Figure 1. Routed metal, one color a layer (run 1).
Drawn at 2 px/micron. Only two layers are drawn.
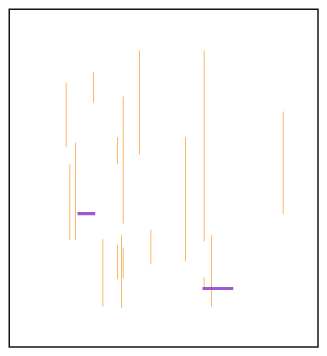
Figure 2. M1 wires (run 1).
Drawn at 2 px/micron. Supply wires on this layer in gray.
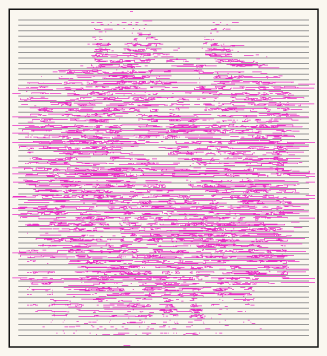
Figure 3. A small window of the routed layout (run 1).
Region (62, 103) to (92, 133) microns. Cells in gray, sequential cells in the stronger gray; small squares are vias.
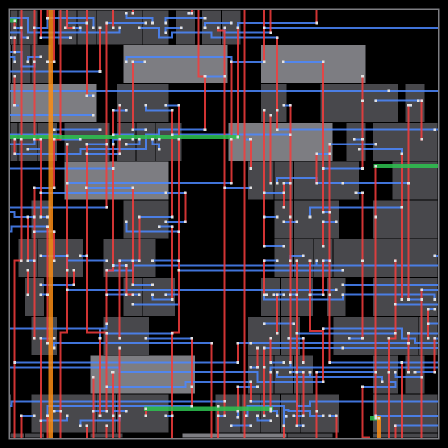
Figure 4. Congestion heat map (run 1).
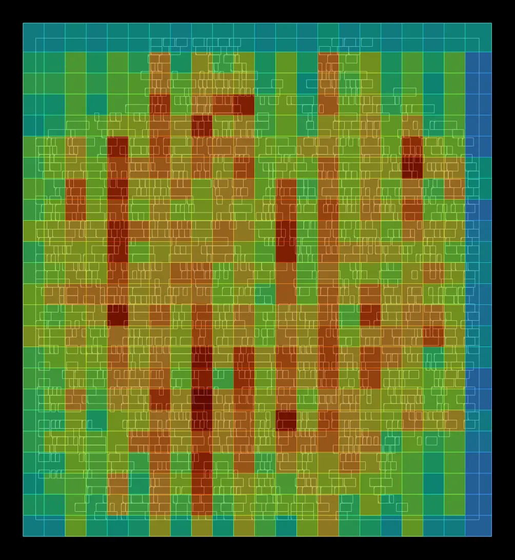
[config.mk]
export PLATFORM = sky130hd
export DESIGN_NAME = pad_pmux_ctrl
export DESIGN_NICKNAME = d
export VERILOG_FILES = /design/src/rtl/pad_pmux_ctrl.sv
export SDC_FILE = /design/constraint.sdc
export NUM_CORES = 1
export LEC_CHECK = 0
export ABC_AREA = 1
export CORE_ASPECT_RATIO = 1.1
export CORE_MARGIN = 4
export CORE_UTILIZATION = 42
export DETAILED_ROUTE_END_ITERATION = 6
export PLACE_DENSITY = 0.66
export SLEW_MARGIN = 5
export SYNTH_ARGS = -nofsm -noshare
export SYNTH_HDL_FRONTEND = slang
export SYNTH_SLANG_ARGS = --single-unit
[constraint.sdc]
create_clock -name clk_in -period 4.35 [get_ports clk_in]
set_clock_uncertainty 0.1 [all_clocks]
set_input_delay 0.435 -clock clk_in [delete_from_list [all_inputs] [get_ports clk_in]]
set_output_delay 0.435 -clock clk_in [all_outputs]
set_load 0.01 [all_outputs]
[src/rtl/pad_pmux_ctrl.sv]
// Pad pin-mux controller: register-programmed per-pin function select with an
// isolation sequencer that holds changing pins safe before a new function is applied.
module pad_pmux_ctrl #(
   parameter int NB_PINS     = 16,
   parameter int SAFE_CYCLES = 4
) (
   input  logic               clk_in,
   input  logic               rst_in,
   input  logic [2:0]         reg_addr,
   input  logic               reg_wr,
   input  logic               reg_rd,
   input  logic [31:0]        reg_wdata,
   output logic [31:0]        reg_rdata,
   input  logic [NB_PINS-1:0] alt1_dout,
   input  logic [NB_PINS-1:0] alt1_oe,
   input  logic [NB_PINS-1:0] alt2_dout,
   input  logic [NB_PINS-1:0] alt2_oe,
   output logic [NB_PINS-1:0] pin_in_sync,
   input  logic [NB_PINS-1:0] pad_pmux_din,
   output logic [NB_PINS-1:0] pmux_pad_dout,
   output logic [NB_PINS-1:0] pmux_pad_oe,
   output logic [NB_PINS-1:0] pmux_pad_ie,
   output logic               busy
);

   localparam int FW = 2 * NB_PINS;
   localparam logic [3:0] CNT_LAST = 4'(SAFE_CYCLES - 1);

   typedef enum logic [1:0] {
      ST_IDLE    = 2'd0,
      ST_ISOLATE = 2'd1,
      ST_APPLY   = 2'd2
   } state_t;

   state_t             state_q, state_d;
   logic [3:0]         cnt_q, cnt_d;
   logic [NB_PINS-1:0] chg_mask_q, chg_mask_d;
   logic [FW-1:0]      func_act_q, func_act_d;
   logic [FW-1:0]      func_req_q;
   logic [NB_PINS-1:0] gpio_out_q;
   logic [NB_PINS-1:0] gpio_oe_q;
   logic [NB_PINS-1:0] sync1_q, sync2_q;
   logic [31:0]        rdata_q, rdata_d;

   logic               wr_fs;
   logic [NB_PINS-1:0] req_diff;
   logic [NB_PINS-1:0] wr_diff;

   assign wr_fs = reg_wr && (reg_addr == 3'd0);

   // Per-pin comparisons against the active function, and the pad mux itself
   for (genvar gi = 0; gi < NB_PINS; gi++) begin : g_pin
      logic [1:0] code;
      logic       pin_dout, pin_oe, pin_ie;

      assign req_diff[gi] = (func_req_q[2*gi +: 2] != func_act_q[2*gi +: 2]);
      assign wr_diff[gi]  = (reg_wdata[2*gi +: 2] != func_act_q[2*gi +: 2]);
      assign code         = func_act_q[2*gi +: 2];

      always_comb begin
         pin_dout = 1'b0;
         pin_oe   = 1'b0;
         pin_ie   = 1'b0;
         if (!chg_mask_q[gi]) begin
            unique case (code)
               2'b00: begin
                  pin_dout = gpio_out_q[gi];
                  pin_oe   = gpio_oe_q[gi];
                  pin_ie   = 1'b1;
               end
               2'b01: begin
                  pin_dout = alt1_dout[gi];
                  pin_oe   = alt1_oe[gi];
                  pin_ie   = 1'b1;
               end
               2'b10: begin
                  pin_dout = alt2_dout[gi];
                  pin_oe   = alt2_oe[gi];
                  pin_ie   = 1'b1;
               end
               default: begin
                  pin_dout = 1'b0;
                  pin_oe   = 1'b0;
                  pin_ie   = 1'b0;
               end
            endcase
         end
      end

      assign pmux_pad_dout[gi] = pin_dout;
      assign pmux_pad_oe[gi]   = pin_oe;
      assign pmux_pad_ie[gi]   = pin_ie;
   end

   always_ff @(posedge clk_in) begin
      if (rst_in) begin
         state_q    <= ST_IDLE;
         cnt_q      <= '0;
         chg_mask_q <= '0;
         func_act_q <= '0;
      end else begin
         state_q    <= state_d;
         cnt_q      <= cnt_d;
         chg_mask_q <= chg_mask_d;
         func_act_q <= func_act_d;
      end
   end

   // A write landing in the same IDLE cycle that starts a sequence is isolated too,
   // so APPLY never switches a pin that was not held safe.
   always_comb begin
      state_d    = state_q;
      cnt_d      = cnt_q;
      chg_mask_d = chg_mask_q;
      func_act_d = func_act_q;
      unique case (state_q)
         ST_IDLE: begin
            if (req_diff != '0) begin
               chg_mask_d = req_diff | (wr_fs ? wr_diff : '0);
               cnt_d      = '0;
               state_d    = ST_ISOLATE;
            end
         end
         ST_ISOLATE: begin
            if (wr_fs) begin
               chg_mask_d = chg_mask_q | wr_diff;
               cnt_d      = '0;
            end else if (cnt_q == CNT_LAST) begin
               state_d = ST_APPLY;
            end else begin
               cnt_d = cnt_q + 4'd1;
            end
         end
         ST_APPLY: begin
            func_act_d = func_req_q;
            chg_mask_d = '0;
            cnt_d      = '0;
            state_d    = ST_IDLE;
         end
         default: state_d = ST_IDLE;
      endcase
   end

   always_comb begin
      busy = (state_q != ST_IDLE);
   end

   always_comb begin
      rdata_d = '0;
      unique case (reg_addr)
         3'd0: rdata_d[FW-1:0]        = func_req_q;
         3'd1: rdata_d[NB_PINS-1:0]   = gpio_out_q;
         3'd2: rdata_d[NB_PINS-1:0]   = gpio_oe_q;
         3'd3: rdata_d[NB_PINS-1:0]   = sync2_q;
         3'd4: begin
            rdata_d[16 +: NB_PINS] = chg_mask_q;
            rdata_d[0]             = busy;
         end
         default: rdata_d = '0;
      endcase
   end

   always_ff @(posedge clk_in) begin
      if (rst_in) begin
         func_req_q <= '0;
         gpio_out_q <= '0;
         gpio_oe_q  <= '0;
         sync1_q    <= '0;
         sync2_q    <= '0;
         rdata_q    <= '0;
      end else begin
         sync1_q <= pad_pmux_din;
         sync2_q <= sync1_q;
         if (wr_fs) func_req_q <= reg_wdata[FW-1:0];
         if (reg_wr && reg_addr == 3'd1) gpio_out_q <= reg_wdata[NB_PINS-1:0];
         if (reg_wr && reg_addr == 3'd2) gpio_oe_q <= reg_wdata[NB_PINS-1:0];
         if (reg_rd) rdata_q <= rdata_d;
      end
   end

   assign reg_rdata   = rdata_q;
   assign pin_in_sync = sync2_q;

endmodule

==> results_slide.txt, run 1 <==
Run Summary

Outcome
  – Status: finished clean

Setup path
  – Kind of critical path: primary input to flop
  – Crit path DAT: 2.70 ns
  – Critical path depth: 8
  – Reg2Reg Capture Point: chg_mask_q[3]
  – Crit path DRT: 4.54 ns
  – Worst setup path start: reg_addr[0]
  – RR Startpoint: state_q[0]
  – Worst path cell trace: clkdlybuf4s50_1, inv_1, nor2_1, nand2_1, nor2_1, inv_1, o21ai_0, a21oi_1
  – Critical path's largest stage delay: 0.51 ns
  – Worst reg2reg setup slack: 1.88 ns

Layout
  – Clock-cell share: 0.0495
  – Layout area overhead: 23.4%
  – Comb/total area: 0.370
  – FFs & Latches: 182
  – Final instance area: 12100 sq um
  – CLK BUF: 17
  – Comb gate area: 4470 sq um
  – Most frequent cells in the layout: 214 x clkdlybuf4s50_1, 186 x nand2_1, 182 x dfxtp_1
  – Fin nets: 1593

Floorplanning
  – Tap Count: 300
  – Starting density of the core: 0.427
  – Core area: 22900 sq um
  – Ports: 216
  – Die height: 168 microns
  – Die Wd: 154 microns
  – Die area: 25800 sq um

Timing
  – Setup TNS: 0 ns
  – Final Hold Slack: 0.304 ns
  – # setup viols final: 0
  – Final worst slack: 1.84 ns
  – Final Critical Period: 2.51 ns
  – Slew Limit Fails: 0

Place
  – Dpl ws: 1.44 ns
  – Cells after DPL: 1750
  – Placed Area: 11500 sq um
  – RePlAce Congestion: 0.884

Synth
  – Syn. warnings: 0
  – Top cells by area: dfxtp_1 37%, a21oi_1 7.9%, nand2_1 7.1%
  – Area leader share: 0.372
  – Simple share: 0.184
  – Synth top cells by count: 186 x nand2_1, 182 x dfxtp_1, 181 x inv_1, 154 x a21oi_1, 112 x o21ai_0
  – MUX share of area: 0
  – Yosys reg bits: 182
  – Sequential fraction of the synthesis area: 0.372
  – Dominant cell type by area after synthesis: dfxtp_1
  – Logic family by area: AND-OR/OR-AND gates
  – Yosys cell types: 38
  – EDFF count, synth: 0
  – Synthesized cell area: 9790 sq um
  – Fraction of registers with async set/reset: 0
  – Avg Cell Area, Syn: 7.15 sq um
  – Ao+oa area frac: 0.232
  – Post-Synth Adder-Cell Area: 0.00639

Global route
  – Overall Global Routing Usage: 0.221
  – Met1 usage: 0.290
  – First-pass GRT wire length: 46.0 mm
  – Met2 Use GR: 0.354
  – Vias in the first global route: 8530

Clock tree
  – CTS sink cnt: 182
  – Clock-pin slew on the worst setup and hold paths: 0.08 ns
  – Postcts setup bufs: 0
  – # resized after CTS: 0
  – CTS Buffer Depth: 2

Power and ir drop
  – P_comb: 2.22 mW
  – Clock Power: 1.55 mW
  – Combinational power share: 0.373
  – Switching share of total power: 0.388
  – Worst VDD drop: 355 uV
  – Switch Pwr: 2.31 mW
  – Top power group: combinational logic
  – P per Cell Area: 492 nW/um^2
  – Seq pwr share: 0.366

Drt
  – Drt wl/cell: 16.5 microns
  – Metal1 wirelength: 13.2 mm
  – Vias: 9187

Hold path
  – Hold-critical path depth: 2
  – Worst Hold End: pin_in_sync[10]

Job
  – Max-Cap Viols: 0
-- Figure 1 (at the start) --
Purple is metal 5, wire length 21.2 microns. Orange is metal 4, wire length 628 microns.

-- Figure 2 (at the start) --
The wires run mostly horizontal. The longest straight run is 76.6 microns.

-- Figure 3 (at the start) --
Blue is metal 1. Red is metal 2. Orange is metal 4. Green is metal 3.
Most frequent: nand2_1 (16), nor2_1 (10), inv_1 (7). Netlist names of flops here include `chg_mask_q` (3), `state_q` (2). 70 logic cells have their middle in the window. Sequential cells in the window: 6.

-- Figure 4 (at the start) --
met3 usage: 0.0620
final core utilization: 0.527

==> run 2: changes to the inputs <==
- clock period: 4.35 -> 2.6 ns (I/O delays scaled with it)
==> run 2 against run 1 <==
Critical endpoint is now pmux_pad_oe[8]. Cell area is 1.6% higher. Non-clock buffer count up 12. Die size stayed put.
==> results_slide.txt, run 2 <==
Run Summary

Synth
  – Ao+oa area frac: 0.232
  – Area leader share: 0.372
  – Logic family by area: AND-OR/OR-AND gates
  – Dominant cell type by area after synthesis: dfxtp_1
  – Yosys reg bits: 182
  – Yosys xor share: 0.0339
  – Chip Area, Yosys: 9790 sq um
  – Syn. warnings: 0
  – MUX share of area: 0
  – Synth top cells by count: 186 x nand2_1, 182 x dfxtp_1, 181 x inv_1, 154 x a21oi_1, 112 x o21ai_0
  – Synthesized cell area: 9790 sq um
  – Mapped Cells: 1370
  – Avg Cell Area, Syn: 7.15 sq um
  – Sequential fraction of the synthesis area: 0.372
  – Simple share: 0.184
  – Post-Synth Adder-Cell Area: 0.00639
  – Fraction of registers with async set/reset: 0
  – Dominant flop cell: dfxtp_1
  – Ys cells: 1370
  – Top cells by area: dfxtp_1 37%, a21oi_1 7.9%, nand2_1 7.1%
  – Yosys cell types: 38
  – EDFF count, synth: 0
  – Net count after synthesis: 1494

Place
  – Placed Area: 11600 sq um
  – Cells after DPL: 1762
  – Dpl ws: 0.248 ns
  – Buffers on Ports: 215
  – RePlAce Congestion: 0.858

Setup path
  – Critical path's largest stage delay: 0.53 ns
  – Worst-path maximum fanout: 9
  – Reg2Reg Capture Point: state_q[0]
  – RR Startpoint: func_act_q[23]
  – Crit path DAT: 2.00 ns
  – R2R depth: 12
  – Worst setup path start: func_act_q[16]
  – Kind of critical path: flop to primary output
  – Crit path DRT: 2.24 ns
  – Worst path cell trace: o311ai_0, nand2_1, inv_1, clkdlybuf4s50_1
  – Worst reg2reg setup slack: 0.41 ns
  – Top delay family on crit path: buffers and inverters
  – CP Launch Type: flop
  – Critical path depth: 4

Floorplanning
  – Die height: 168 microns
  – Die Wd: 154 microns
  – Starting density of the core: 0.427
  – Core area: 22900 sq um
  – Tap Count: 300
  – Die area: 25800 sq um
  – Ports: 216

Clock tree
  – Clock-pin slew on the worst setup and hold paths: 0.08 ns
  – Hold-fix buffers, CTS: 0
  – CTS Buffer Depth: 2
  – # resized after CTS: 0
  – Postcts setup bufs: 0
  – CTS sink cnt: 182

Power and ir drop
  – Seq pwr share: 0.355
  – P per Cell Area: 832 nW/um^2
  – Combinational power share: 0.377
  – Top power group: combinational logic
  – Switching share of total power: 0.385
  – Worst VDD drop: 528 uV
  – Switch Pwr: 3.93 mW
  – Clk pwr share: 0.268
  – Seq. pwr: 3.63 mW
  – P_comb: 3.85 mW
  – Clock Power: 2.74 mW

Layout
  – Final instance area: 12300 sq um
  – Leading cell kind: multi-input combinational cells
  – Number of diodes: 1
  – Fin nets: 1605
  – Comb gate area: 4470 sq um
  – CLK BUF: 17
  – Final core utilization: 0.535
  – Most frequent cells in the layout: 214 x clkdlybuf4s50_1, 186 x nand2_1, 182 x dfxtp_1
  – Non-clock buffer count: 235
  – Sequential share of cell area: 0.297
  – Inverters: 210
  – Top cell excl fill/tap: clkdlybuf4s50_1
  – Comb/total area: 0.364
  – Clock-cell share: 0.0518
  – Layout area overhead: 25.4%
  – FFs & Latches: 182

Global route
  – Vias in the first global route: 8812
  – Busiest metal layer after global routing: met2
  – Met3 usage: 0.0491
  – Met2 Use GR: 0.377
  – First-pass GRT wire length: 47.5 mm
  – Overall Global Routing Usage: 0.228
  – Met1 usage: 0.307

Drt
  – DRC Markers: 0
  – Via density: 5.16
  – Post-route antenna net violation count: 0
  – Final Routed Wirelength: 30.1 mm
  – Vias: 9264
  – Drt wl/cell: 16.7 microns
  – Metal1 wirelength: 13.5 mm

Hold path
  – Hold-critical path depth: 3
  – Worst Hold End: sync1_q[9]

Timing
  – Slew Limit Fails: 0
  – Final Critical Period: 2.36 ns
  – Final Hold Slack: 0.213 ns
  – Max Freq: 0.423 GHz
  – Setup TNS: 0 ns
  – Final worst slack: 0.237 ns
  – Relative slew slack: 0.398
  – # setup viols final: 0

Outcome
  – Status: finished clean

Job
  – Max-Cap Viols: 0
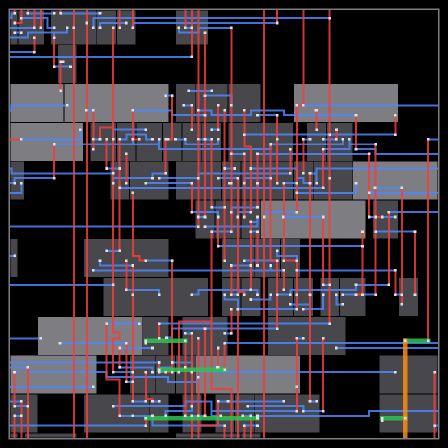
Figure 5: run 2, a small window of the routed layout.
Region (62, 103) to (92, 133) microns. Cells in gray, sequential cells in the stronger gray; small squares are vias.
Orange is metal 4. Red is metal 2. Green is metal 3. Blue is metal 1.
Sequential cells in the window: 9. Netlist names of flops here include `cnt_q` (4), `chg_mask_q` (2), `state_q` (2). Most frequent: nand2_1 (13), dfxtp_1 (9), a21oi_1 (7). 65 logic cells have their middle in the window.

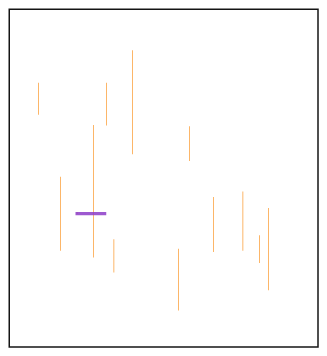
Figure 6: run 2, routed metal, one color a layer.
Drawn at 2 px/micron. Only two layers are drawn.
Purple is metal 5, wire length 13.8 microns. Orange is metal 4, wire length 367 microns.

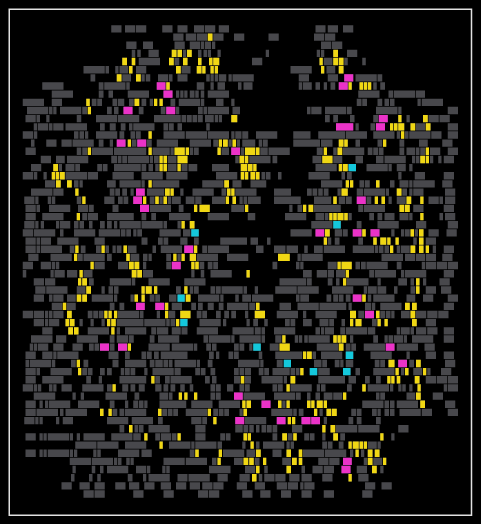
Figure 7: run 2, gate families picked out.
Drawn at 3 px/micron.
Magenta is xor and xnor cells, cells 37, most used xnor2_1. Cyan is non-inverting ao/oa cells, cells 10, most used o21a_1. Yellow is nand cells, cells 297, most used nand2_1, where widely spread.

==> run 3: changes to the inputs <==
- CORE_MARGIN: 4 -> 10
- CORE_UTILIZATION: 42 -> 30
- PLACE_DENSITY: 0.66 -> not set
- PLACE_DENSITY_LB_ADDON: not set -> 0.1
==> run 3 against run 2 <==
Die size increased by 56%. Sequential cell count unchanged. Critical path depth increased by 1. Largest power group unchanged. Hold slack improved by 0.015 ns. Clock power about the same. Synthesized cell count unchanged. Routed wire length increased by 18%. Setup slack got worse by 0.036 ns. Global-route usage decreased by 5.5 points. Cell count increased by 7.4%.
==> results_slide.txt, run 3 <==
Run Summary

Outcome
  – Status: finished clean

Synth
  – Mapped Cells: 1370
  – Top cells by area: dfxtp_1 37%, a21oi_1 7.9%, nand2_1 7.1%
  – Area leader share: 0.372
  – Fraction of registers with async set/reset: 0
  – Ys cells: 1370
  – Synthesized cell area: 9790 sq um
  – Dominant cell type by area after synthesis: dfxtp_1
  – Ao+oa area frac: 0.232
  – Simple share: 0.184
  – Yosys cell types: 38
  – Yosys xor share: 0.0339
  – Chip Area, Yosys: 9790 sq um
  – Syn. warnings: 0
  – Logic family by area: AND-OR/OR-AND gates

Setup path
  – Worst path cell trace: buf_4, o311ai_0, nand2_1, inv_1, clkdlybuf4s50_1
  – Worst-path maximum fanout: 8
  – R2R depth: 8
  – Critical path depth: 5
  – Top delay family on crit path: buffers and inverters
  – Crit path DAT: 2.04 ns
  – Crit path DRT: 2.24 ns
  – CP Launch Type: flop
  – RR Startpoint: func_act_q[5]
  – Worst reg2reg setup slack: 0.44 ns

Layout
  – FFs & Latches: 182
  – Clock-cell share: 0.0503
  – Non-clock buffer count: 241
  – Sequential share of cell area: 0.293
  – Leading cell kind: multi-input combinational cells
  – Comb gate area: 4470 sq um
  – Fin nets: 1611

Floorplanning
  – Starting density of the core: 0.303
  – Die area: 40300 sq um
  – Core area: 32300 sq um
  – Ports: 216
  – Tap Count: 426
  – Die Wd: 192 microns

Global route
  – Met2 Use GR: 0.283
  – Busiest metal layer after global routing: met2
  – Overall Global Routing Usage: 0.173

Timing
  – Relative slew slack: 0.378
  – # setup viols final: 0

Clock tree
  – # resized after CTS: 0
  – Hold-fix buffers, CTS: 0
  – CTS Buffer Depth: 2
  – CTS sink cnt: 182

Hold path
  – Worst Hold End: sync1_q[14]

Place
  – Dpl ws: 0.251 ns
  – Placed Area: 11800 sq um
  – RePlAce Congestion: 0.782
  – Cells after DPL: 1894

Drt
  – Final Routed Wirelength: 35.6 mm
  – Vias: 9151
  – Post-route antenna net violation count: 0
  – Drt wl/cell: 18.5 microns

Power and ir drop
  – Top power group: combinational logic
  – P_comb: 3.99 mW
  – Switch Pwr: 4.05 mW
  – Switching share of total power: 0.391

Job
  – Max-Cap Viols: 0
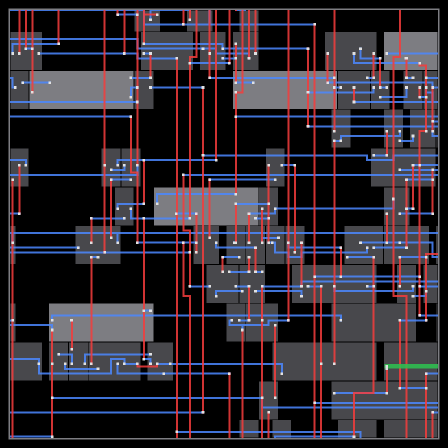
Figure 8: run 3, a small window of the routed layout.
Region (81, 132) to (111, 162) microns. Cells in gray, sequential cells in the stronger gray; small squares are vias.
Red is metal 2. Blue is metal 1. Green is metal 3.
Sequential cells in the window: 5. Most frequent: nand2_1 (10). 54 logic cells have their middle in the window. Netlist names of flops here include `cnt_q` (2).

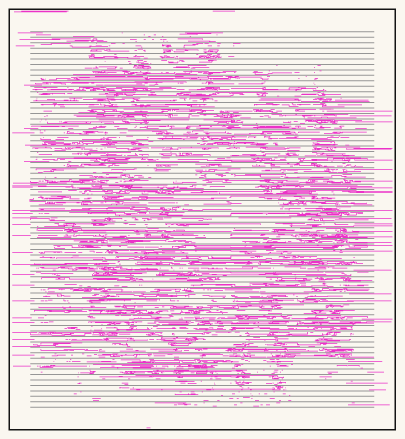
Figure 9: run 3, M1 wires.
Drawn at 2 px/micron. Supply wires on this layer in gray.
The layer holds 48% of the routed length. The longest straight run is 80.0 microns. The layer carries 16900 microns of wire.

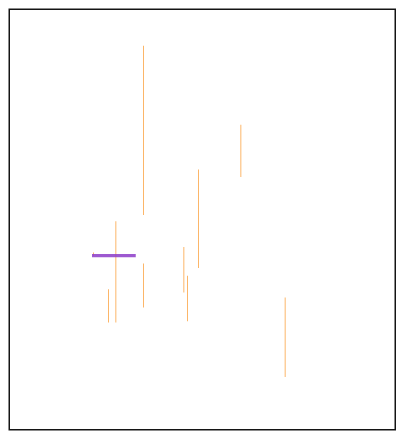
Figure 10: run 3, routed metal, one color a layer.
Drawn at 2 px/micron. Only two layers are drawn.
Purple is metal 5, wire length 20.2 microns. Orange is metal 4, wire length 333 microns.

Power is estimated from default activity; no workload was simulated.
